Design snap_trigger_frontend_flat, sky130hd; sources not shown.
zoom.png
Scale bar: 10 um. Region (82, 6) to (122, 46) um. Cells in grey, sequential cells in the stronger grey; small squares are vias.
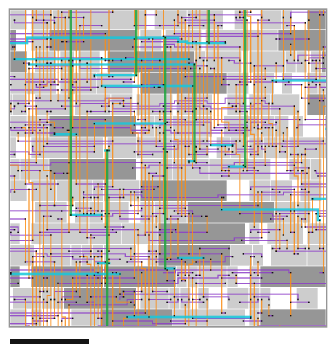
orange -> met2
green -> met4
cyan -> met3
purple -> met1
most frequent = nand2_1 (29), buf_4 (22), ha_1 (18)
sequential cells in the window = 16
cells with their middle in the window = 138

met3.png
Scale bar: 50 um. Cells faint in the background.
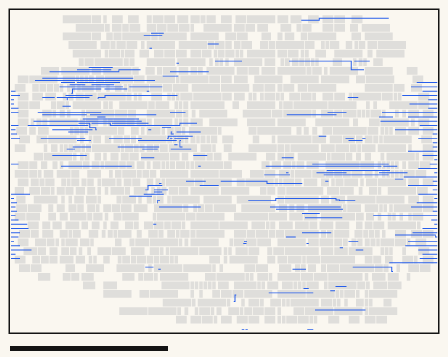
share of all routed wire = 7.2%
nets with wire on the layer = 155
Vias: 6435
met3 GRT Util: 6.696%
DRT Wirelength: 19980 um

==> notes.md <==
fresh numbers from the pnr run: status=finished, final reports clean, crit-path leading delay family=simple AND/OR/NAND/NOR gates, Synth Seq Share=between 40% and 50%, Setup WS pre-CTS=-597.4 ps, global-route wire length before repair=30860 um, Top cell area share=approximately 37%, yosys aoi share=slightly above 9%, Mean Syn Cell Area=approximately 9.3 um2, unrepaired setup endpoints after global routing=yes, layout cells sized above 1=between 10% and 20%, final net count=1113, Reg area=approximately 3000 um2, Fin. Hold Viols=0, yosys simple share=between 20% and 30%, EDFF count, synth=16, cells in synth_stat.txt=about 730, Crit path required time=roughly 4400 ps, yosys xor share=7.054%, Post-synth area hogs=dfrtp_1 37%, ha_1 10%, nand2_1 9.2%, TNS Setup=0 ps, Levels on crit path=17, CP max stage delay=approximately 570 ps, YS warnings=0, CTS Root Cell=clkbuf_16, Detailed Place HPWL=13920 um, Syn Nets=872, Finished Layout Cells=~1200, Fill cells=approximately 800, Max rail drop VDD=~420 uV, worst setup margin=roughly 15 ps, initial antenna violation count=0, CTS max path bufs=2, Yosys top cell by instances=nand2_1, vias in the first global route=between 6000 and 7000, ys async rst share=86.44%, Setup CP Type=in -> reg, drt first pass iters=5, final core area utilization=76.97%, port buffer count=~150, wire length per cell=approximately 17 um, CP bufs+invs=3, YS chip area=about 6800 um2, initial drt markers=475, clock slew at reported path FFs=approximately 50 ps
cells in the final DEF, fill, tap and decap left out, types with 3 or more instances in the layout:
cell,instances
nand2_1,163
a221o_1,4
o21ai_1,3
ha_1,51
nor2_1,52
and2_1,6
and4_1,3
dfrtp_1,102
nand3_1,28
a21oi_2,3
clkdlybuf4s50_1,143
o21ai_0,23
buf_12,5
edfxtp_1,16
nand3b_1,3
xor2_1,20
nor4_1,9
clkinv_2,4
mux2_2,15
and3_1,11
clkinvlp_4,3
mux2i_1,6
nand2_2,3
o22ai_1,4
o221a_2,7
nand4_1,16
a21oi_1,23
inv_1,32
buf_4,83
clkbuf_16,17
nand2b_1,7
nor3_1,10
ha_4,4
xnor2_1,34
routing by layer:
layer / global-route usage, % / wire [um]
met5: - / 0
met3: 6.696 / 1445
met1: 38.93 / 8594
met4: 11.75 / 476
met2: 46.04 / 9460
per-stage QoR:
stage | cell area [um2] | power [mW]
2_1_floorplan | 6869 | 1.408
3_3_place_gp | 9102 | 1.607
3_5_place_dp | 9102 | 1.626
4_1_cts | 9827 | 3.072
5_1_grt | 10020 | 3.186
6_report | 10020 | 3.079
worst reg2reg max path, cell delays in order, from the launching register on:
cell and delay, ps:
edfxtp_1 420, ha_1 320, nand4_1 160, nor4_4 360, a21bo_2 260, and3_1 180, mux2i_1 140, o32a_1 370
or3_4 400, buf_4 190, mux2_4 310, a211oi_2 240
kinds of logic after synthesis:
| group | count (synthesis) |
|---|---|
| buf+inv | 53 |
| mux | 22 |
| simple gates | 336 |
| xor+xnor | 55 |
| flops | 118 |
| fa+ha+maj | 55 |
| compound gates | 92 |
what timing repair did:
action	in CTS	in global routing
gates cloned	1	1
pin swaps	10	13
gates resized	18	32
setup buffers	9	6
hold buffers	0	0
hold endpoints to repair	0	0
endpoints found under the setup margin	15	82
cell type report:
| class | instances | share of cell area (%) |
|---|---|---|
| multi-input cells | 561 | 37.79 |
| flip-flops and latches | 118 | 30.27 |
| repair buffers | 241 | 22.73 |
| clock buffers | 20 | 4.558 |
| well taps | 171 | 2.135 |
| clock inverters | 12 | 1.261 |
| inverters | 33 | 1.261 |
power breakdown:
group | total, mW | internal (mW) | switching [mW]
Clock | 1.43 | 0.901 | 0.530
Sequential | 1.23 | 1.19 | 0.0389
Combinational | 0.423 | 0.221 | 0.202
No activity file was given, so power comes from the tool's default toggle rates.
